## config.mk

```make
export PLATFORM = sky130hd
export DESIGN_NAME = pp_wr_arbiter
export DESIGN_NICKNAME = d
export VERILOG_FILES = /design/src/rtl/pp_arb_pkg.sv /design/src/rtl/pp_rr_pick.sv /design/src/rtl/pp_wr_arbiter.sv
export SDC_FILE = /design/constraint.sdc
export NUM_CORES = 1
export LEC_CHECK = 0
export ABC_AREA = 1
export CAP_MARGIN = 5
export CORE_AREA = 2 2 100 102
export CTS_BUF_LIST = sky130_fd_sc_hd__clkbuf_8
export DETAILED_ROUTE_END_ITERATION = 6
export DIE_AREA = 0 0 102 104
export GPL_ROUTABILITY_DRIVEN = 0
export PLACE_DENSITY = 0.84
export SETUP_SLACK_MARGIN = 0.5
export SYNTH_ARGS = -nofsm -noshare
export SYNTH_HDL_FRONTEND = slang
export SYNTH_SLANG_ARGS = --single-unit
```

## constraint.sdc

```tcl
create_clock -name clk -period 4.3 [get_ports clk]
set_clock_uncertainty 0.15 [all_clocks]
set_input_delay 0.86 -clock clk [delete_from_list [all_inputs] [get_ports clk]]
set_output_delay 0.86 -clock clk [all_outputs]
set_load 0.1 [all_outputs]
```

## src/rtl/pp_arb_pkg.sv

```systemverilog
// Shared definitions for the pp_wr_arbiter slice.
//  - arb_state_e : arbiter FSM state encoding
//  - clog2       : ceil(log2(value)), never less than 1, usable in constant expressions
//  - DEF_*       : default parameter values
package pp_arb_pkg;

    typedef enum logic {
        ST_ARB   = 1'b0,
        ST_BURST = 1'b1
    } arb_state_e;

    localparam int unsigned DEF_N_REQ     = 4;
    localparam int unsigned DEF_WIDTH     = 48;
    localparam int unsigned DEF_MAX_BURST = 16;

    function automatic int unsigned clog2(input int unsigned value);
        int unsigned r;
        int unsigned p;
        r = 0;
        p = 1;
        while (p < value) begin
            p = p * 2;
            r = r + 1;
        end
        if (r == 0) begin
            r = 1;
        end
        return r;
    endfunction

endpackage

```

## src/rtl/pp_rr_pick.sv

```systemverilog
// Combinational round-robin picker.
//  req        in   N_REQ   request vector
//  last_grant in   GID_W   index granted last; it gets the lowest priority
//  pick       out  GID_W   first requesting index after last_grant (wrapping)
//  any_valid  out  1       at least one request present
module pp_rr_pick
    import pp_arb_pkg::*;
#(
    parameter int unsigned N_REQ = DEF_N_REQ,
    localparam int unsigned GID_W = clog2(N_REQ)
) (
    input  logic [N_REQ-1:0] req,
    input  logic [GID_W-1:0] last_grant,
    output logic [GID_W-1:0] pick,
    output logic             any_valid
);

    int unsigned idx;

    // Scan last_grant+1 .. last_grant+N_REQ, so last_grant itself is checked last.
    always_comb begin
        pick      = '0;
        any_valid = 1'b0;
        idx       = 0;
        for (int unsigned k = 1; k <= N_REQ; k++) begin
            idx = (32'(last_grant) + k) % N_REQ;
            if (!any_valid && req[idx[GID_W-1:0]]) begin
                any_valid = 1'b1;
                pick      = idx[GID_W-1:0];
            end
        end
    end

endmodule

```

## src/rtl/pp_wr_arbiter.sv

```systemverilog
// Round-robin arbiter sharing one pp_wr_fifo write port among N_REQ requesters.
// A grant lasts for one burst, ended by req_last or capped at MAX_BURST words.
// Writes are gated by fifo_f_full, so no word is ever lost.
//  clk, rst      clock; synchronous active-high reset
//  req_valid     per-requester word valid
//  req_data      requester i data at [i*WIDTH +: WIDTH]
//  req_last      last word of requester burst (qualified by valid)
//  req_ready     word accepted when valid & ready at the same edge
//  fifo_wr_en    FIFO write enable
//  fifo_wr_data  FIFO write data (zero when not writing)
//  fifo_f_full   FIFO full flag
//  grant_id      current / most recent owner
//  busy          high while a burst is granted
//  burst_trunc   one-cycle pulse after a burst is released by the MAX_BURST cap
module pp_wr_arbiter
    import pp_arb_pkg::*;
#(
    parameter int unsigned N_REQ     = DEF_N_REQ,
    parameter int unsigned WIDTH     = DEF_WIDTH,
    parameter int unsigned MAX_BURST = DEF_MAX_BURST,
    localparam int unsigned GID_W    = clog2(N_REQ)
) (
    input  logic                   clk,
    input  logic                   rst,
    input  logic [N_REQ-1:0]       req_valid,
    input  logic [N_REQ*WIDTH-1:0] req_data,
    input  logic [N_REQ-1:0]       req_last,
    output logic [N_REQ-1:0]       req_ready,
    output logic                   fifo_wr_en,
    output logic [WIDTH-1:0]       fifo_wr_data,
    input  logic                   fifo_f_full,
    output logic [GID_W-1:0]       grant_id,
    output logic                   busy,
    output logic                   burst_trunc
);

    localparam int unsigned BCNT_W = clog2(MAX_BURST + 1);
    localparam logic [BCNT_W-1:0] BEAT_CAP = BCNT_W'(MAX_BURST - 1);
    localparam logic [GID_W-1:0]  GID_RST  = GID_W'(N_REQ - 1);

    arb_state_e        state_q, state_d;
    logic [GID_W-1:0]  grant_q, grant_d;
    logic [BCNT_W-1:0] beat_q, beat_d;
    logic              trunc_q, trunc_d;

    logic [GID_W-1:0]  pick;
    logic              any_valid;
    int unsigned       owner;

    pp_rr_pick #(
        .N_REQ (N_REQ)
    ) u_pick (
        .req        (req_valid),
        .last_grant (grant_q),
        .pick       (pick),
        .any_valid  (any_valid)
    );

    always_comb begin
        state_d      = state_q;
        grant_d      = grant_q;
        beat_d       = beat_q;
        trunc_d      = 1'b0;
        req_ready    = '0;
        fifo_wr_en   = 1'b0;
        fifo_wr_data = '0;
        owner        = 32'(grant_q);

        case (state_q)
            ST_ARB: begin
                if (any_valid) begin
                    grant_d = pick;
                    beat_d  = '0;
                    state_d = ST_BURST;
                end
            end
            ST_BURST: begin
                req_ready[grant_q] = !fifo_f_full;
                fifo_wr_en         = req_valid[grant_q] && !fifo_f_full;
                if (fifo_wr_en) begin
                    fifo_wr_data = req_data[owner*WIDTH +: WIDTH];
                    beat_d       = beat_q + 1'b1;
                    // req_last wins over the cap when both land on the same beat.
                    if (req_last[grant_q]) begin
                        state_d = ST_ARB;
                    end else if (beat_q == BEAT_CAP) begin
                        state_d = ST_ARB;
                        trunc_d = 1'b1;
                    end
                end
            end
            default: begin
                state_d = ST_ARB;
            end
        endcase

        // Handshake is killed combinationally while reset is asserted.
        if (rst) begin
            req_ready    = '0;
            fifo_wr_en   = 1'b0;
            fifo_wr_data = '0;
        end
    end

    always_ff @(posedge clk) begin
        if (rst) begin
            state_q <= ST_ARB;
            grant_q <= GID_RST;
            beat_q  <= '0;
            trunc_q <= 1'b0;
        end else begin
            state_q <= state_d;
            grant_q <= grant_d;
            beat_q  <= beat_d;
            trunc_q <= trunc_d;
        end
    end

    assign grant_id    = grant_q;
    assign busy        = (state_q == ST_BURST);
    assign burst_trunc = trunc_q;

endmodule

```

run_1/met1.png
Bar = 20 um.
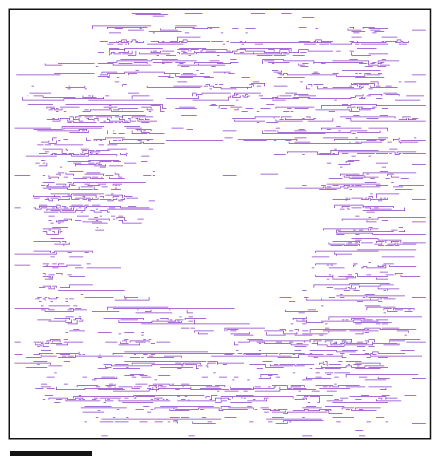
- longest straight run: 29.4 um
- nets with wire on the layer: 800
- main direction: horizontal
- share of all routed wire: 37%
- wire length on this layer: 4820 um
via count: 4226
met1 Use GR: 0.2516

run_1/met2.png
Bar = 20 um. Cells faint in the background.
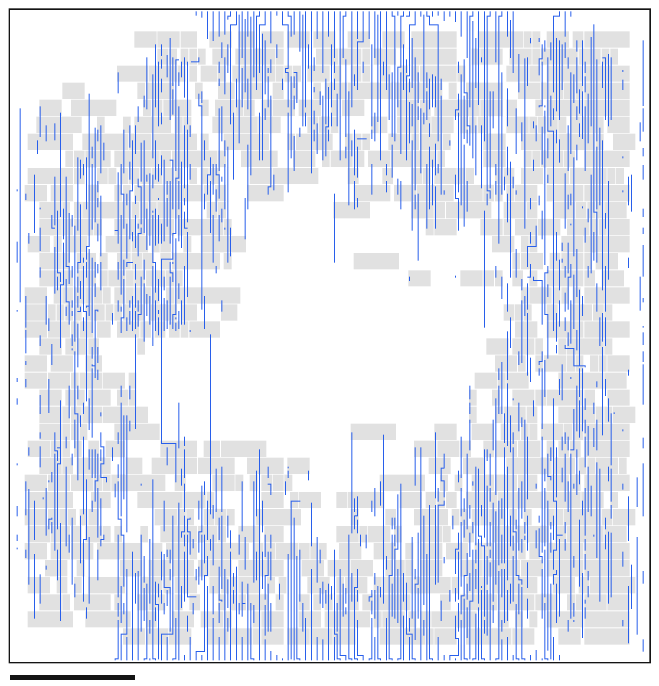
- wire length on this layer: 6390 um
- nets with wire on the layer: 765
Routed WL: 13060 um
GR Util met2: 0.4149

run_1/met3.png
Bar = 20 um. Cells faint in the background.
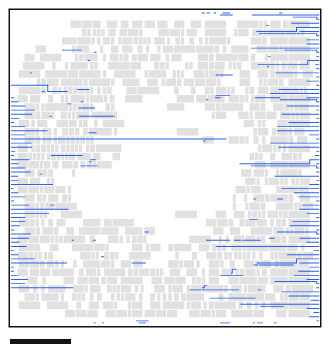
- longest straight run: 70.6 um
- share of all routed wire: 8.8%
met3 GRT Util: 0.05780

run_1/met4.png
Bar = 20 um.
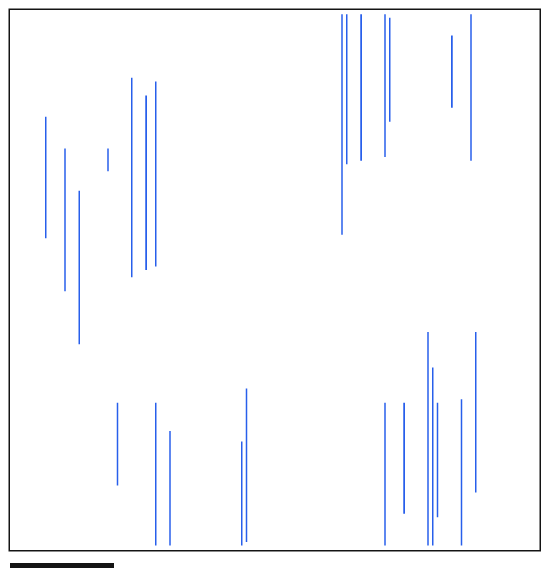
- wire length on this layer: 694 um
- longest straight run: 42.2 um
- nets with wire on the layer: 25
- share of all routed wire: 5.3%
- main direction: vertical

## run 1: worst max-delay path by stage
stage | start | slack [ps] | end | cells after the start
2_1_floorplan | grant_id[0] | 520 | req_ready[2] | 8
4_1_cts | req_valid[2] | 500 | fifo_wr_data[23] | 11
3_3_place_gp | req_valid[3] | 530 | fifo_wr_data[16] | 11
5_1_grt | req_valid[3] | 540 | fifo_wr_data[47] | 11
3_5_place_dp | req_valid[2] | 510 | fifo_wr_data[10] | 11
6_report | req_valid[2] | 650 | fifo_wr_data[10] | 11
## run 1: layer usage
layer	up-vias	track usage	share of wire
li1	2085	-	-
met1	1896	0.2516	0.37
met2	191	0.4149	0.49
met3	54	0.05780	0.088
met4	0	0.1171	0.053
met5	-	0	0
==> results.tsv, run 1 <==
stage	metric	value	unit
outcome	status	complete, no violations	
place	input/output buffers	259	
setup_path	r2r setup slk	1630	ps
floorplan	Die H	104	um
yosys	Synth logic family	simple AND/OR/NAND/NOR gates	
finish	register area	186.4	um^2
power_and_ir_drop	combinational power	2.28	mW
yosys	Area contributors post-synth	nor2_1 31%, o21ai_0 21%, dfxtp_1 7.3%, a21oi_1 7.1%, a21oi_2 7.1%	
final_timing	min Tclk post-route	3650	ps
global_routing	vias in the first global route	4190	
floorplan	Tapcells	133	
place	post-place setup slack	508.5	ps
power_and_ir_drop	combinational fraction of design power	0.899	
final_timing	relative slew slack	0.3424	
yosys	XOR/XNOR Area Share	0.003532	
setup_path	slowest stage delay, CP	510	ps
yosys	synthesized cell area	2480	um^2
finish	fin cells	864	
finish	largest reg by FF count	beat_q	
yosys	commonest cells in the netlist	206 x nor2_1, 102 x o21ai_0, 35 x a21oi_1, 32 x nand2_1, 20 x a21oi_2	
hold_path	Hold Path Depth	2	
finish	fraction of area in registers	0.03075	
setup_path	worst-path maximum fanout	20	
setup_path	Worst EP required	3290	ps
clock_network	H-tree depth	1	
yosys	Synth Net Count	707	
floorplan	die area	10610	um^2
finish	Largest register FFs	5	
final_timing	final setup margin	650.0	ps
final_timing	Final period util	0.8488	
detailed_routing	initial detailed-routing violation count	129	
detailed_routing	DRC viols	0	
clock_network	clock slew at reported path FFs	50	ps
finish	fraction of layout cells with a size suffix above 1	0.1753	
setup_path	crit-path cells	clkdlybuf4s50_1 -> nand2_1 -> nand3_1 -> nand2_1 -> clkinv_2 -> nand2_4 -> nor2_8 -> inv_8 -> buf_12 -> a21oi_4 -> buf_12	
yosys	Synth area leader	nor2_1	
finish	Final Cell Area	6063	um^2
place	Final HPWL DP	10390	um
floorplan	die width	102	um
finish	Non-clock buffers	267	
detailed_routing	Avg Vias per Cell	4.891	
finish	buffering overhead	0.5200	
yosys	most numerous cell in the Yosys netlist	nor2_1	
final_timing	pins over their slew limit	0	
yosys	Basic Gates by Area	0.4284	
final_timing	setup TNS	0	ps
finish	antenna cells	1	
finish	Filler Cell Count	783	
final_timing	final setup fails	0	
setup_path	CP Class	in2out	
floorplan	# rows	36	
yosys	Chip Area, Yosys	2480	um^2
flow_run	Max Cap Viol	0	
yosys	FFs w/ async S/R, synth	0	
yosys	Synth flops	9	
yosys	Top FF cell, synth	dfxtp_1	
final_timing	Fin Hold WS	339.4	ps
yosys	Avg Cell Area, Syn	4.980	um^2
finish	highest-count logic cell in the final layout	nor2_1	
final_timing	final hold vios	0	
yosys	Ys Warns	0	
hold_path	Min-Delay Endpoint	beat_q[4]	
power_and_ir_drop	Seq pwr share	0.062	
yosys	MUX area fraction	0	
finish	Area growth syn-to-layout	144.5	%
==> run 2: changes to the inputs <==
- clock period: 4.3 -> 3.5 ns (I/O delays scaled with it)
run_2/met2.png
Bar = 20 um. Cells faint in the background.
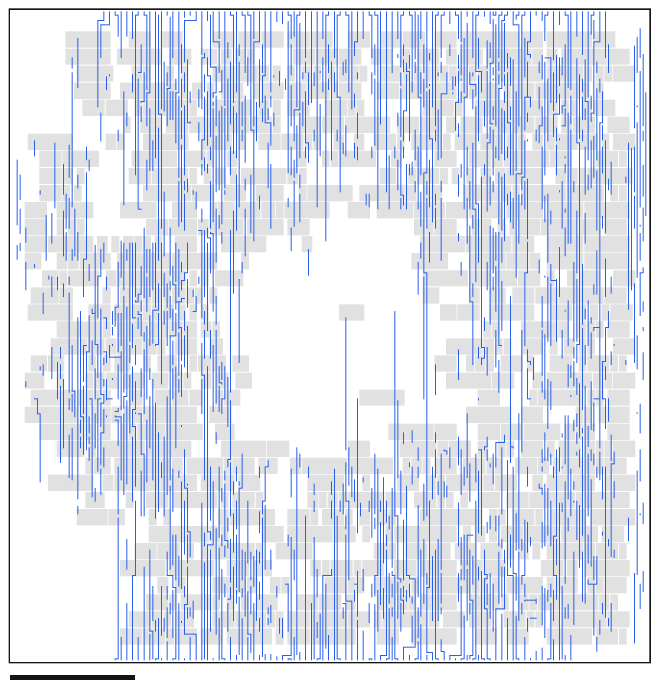
- wire length on this layer: 7560 um
- share of all routed wire: 53%
- nets with wire on the layer: 780
- main direction: vertical
GR Util met2: 0.4643
via count: 4333
Routed WL: 14250 um

run_2/met3.png
Bar = 20 um. Cells faint in the background.
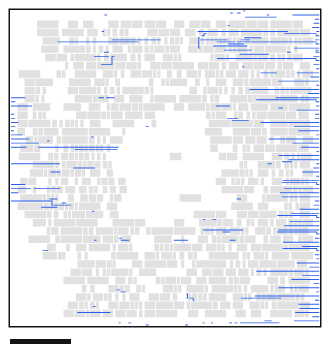
- wire length on this layer: 1000 um
- longest straight run: 32.4 um
- main direction: horizontal
met3 GRT Util: 0.03226

==> run 2 against run 1 <==
Net effect: clock power grew 23%; count of clock-buffer cells in the layout is the same; cell count increased by 2.0%; setup slack worse by 90 ps; critical endpoint is now fifo_wr_data[39].
==> results.tsv, run 2 <==
stage	metric	value	unit
yosys	post-synth cell types	25	
finish	highest-count logic cell in the final layout	nor2_1	
final_timing	Fin Hold WS	343.6	ps
power_and_ir_drop	combinational power	2.95	mW
final_timing	setup TNS	0	ps
setup_path	Worst path top cell family by delay	buffers and inverters	
place	Final HPWL DP	11190	um
finish	fin cells	881	
yosys	FFs w/ async S/R, synth	0	
final_timing	final setup margin	560.4	ps
yosys	Avg Cell Area, Syn	4.980	um^2
detailed_routing	initial detailed-routing violation count	224	
yosys	Basic Gates by Area	0.4284	
floorplan	# rows	36	
yosys	synthesized cell area	2480	um^2
floorplan	Die H	104	um
finish	fraction of layout cells with a size suffix above 1	0.2161	
yosys	Synth area leader	nor2_1	
final_timing	RSZ-0062 raised after global routing	yes	
clock_network	H-tree depth	1	
yosys	area share, top type	0.3118	
final_timing	relative slew slack	0.6036	
hold_path	Min-Delay Endpoint	beat_q[4]	
yosys	Synth flops	9	
detailed_routing	Avg Vias per Cell	4.918	
setup_path	worst-path maximum fanout	8	
yosys	most numerous cell in the Yosys netlist	nor2_1	
setup_path	Critical Path Sink	fifo_wr_data[39]	
global_routing	vias in the first global route	4245	
setup_path	CP Class	in2out	
yosys	Top FF cell, synth	dfxtp_1	
power_and_ir_drop	maximum VDD drop	0.5894	mV
yosys	MUX area fraction	0	
yosys	Synth Net Count	707	
clock_network	root buffer cell	clkbuf_8	
flow_run	Max Cap Viol	0	
power_and_ir_drop	overall power	3.309	mW
final_timing	pins over their slew limit	0	
floorplan	die area	10610	um^2
setup_path	worst setup path startpoint	req_valid[0]	
power_and_ir_drop	Psw	2.060	mW
finish	Largest register FFs	5	
power_and_ir_drop	combinational fraction of design power	0.892	
finish	Area growth syn-to-layout	159.2	%
setup_path	CP Capture Type	output port	
setup_path	Worst R2R Path Depth	11	
setup_path	slowest stage delay, CP	230	ps
yosys	Chip Area, Yosys	2480	um^2
yosys	Ys Warns	0	
setup_path	Critical Path Stages	11	
yosys	XOR/XNOR Area Share	0.003532	
floorplan	num ports	260	
clock_network	clk sinks	9	
setup_path	startpoint types	primary input	
setup_path	arrival time of the worst setup path	2090	ps
final_timing	min Tclk post-route	2940	ps
clock_network	clock slew at reported path FFs	50	ps
yosys	Seq/Total Area, Yosys	0.07265	
yosys	Area contributors post-synth	nor2_1 31%, o21ai_0 21%, dfxtp_1 7.3%, a21oi_1 7.1%, a21oi_2 7.1%	
place	post-place setup slack	57.78	ps
setup_path	r2r setup slk	900	ps
setup_path	crit-path cells	dlygate4sd2_1 -> nand2_2 -> nand3_2 -> nand2_2 -> clkinv_4 -> nand2_8 -> nor2_8 -> inv_12 -> buf_12 -> a21oi_4 -> buf_12	
yosys	commonest cells in the netlist	206 x nor2_1, 102 x o21ai_0, 35 x a21oi_1, 32 x nand2_1, 20 x a21oi_2	
power_and_ir_drop	Seq pwr share	0.071	
final_timing	final setup fails	0	
finish	final core occ	0.6732	
finish	top logic cells by instance count in the layout	201 x nor2_1, 196 x clkdlybuf4s50_1, 102 x o21ai_0, 57 x buf_12, 48 x a21oi_4	
final_timing	Final period util	0.8399	
floorplan	die width	102	um
setup_path	Worst EP required	2650	ps
finish	largest reg by FF count	beat_q	
place	dpl cells	863	
hold_path	hold_sp	beat_q[4]	
final_timing	final hold vios	0	
power_and_ir_drop	clock network power	122	uW
power_and_ir_drop	PD cells	514.8	nW/um^2
power_and_ir_drop	sequential group power	235	uW
yosys	Synth logic family	simple AND/OR/NAND/NOR gates	
place	input/output buffers	259	
outcome	status	complete, no violations	
hold_path	Hold Path Depth	2	
detailed_routing	DRC viols	0	
finish	Final Cell Area	6429	um^2
run 2: layout make-up:
cell class | instances | area (um^2)
Timing Repair Buffer | 281 | 3371
Tap cell | 133 | 166.4
Clock buffer | 3 | 41.29
Multi-Input combinational cell | 429 | 2534
Clock inverter | 1 | 5.005
Timing Repair inverter | 1 | 11.26
Sequential cell | 9 | 191.4
Antenna cell | 3 | 7.507
Inverter | 21 | 101.3
Fill cell | 741 | 3120
run 2: logic make-up (layout without fill, tap and decap cells):
group,after synthesis,after routing
compound gates,158,158
simple gates,264,264
flops,9,9
fa+ha+maj,6,6
other cells,0,3
xor+xnor,1,1
buf+inv,60,307
run 2: metal layers:
layer | global-route usage | share of wire
met1 | 0.2804 | 0.35
met2 | 0.4643 | 0.53
met3 | 0.03226 | 0.070
met4 | 0.1124 | 0.045
met5 | 0 | 0
Power and IR drop assume default switching activity.
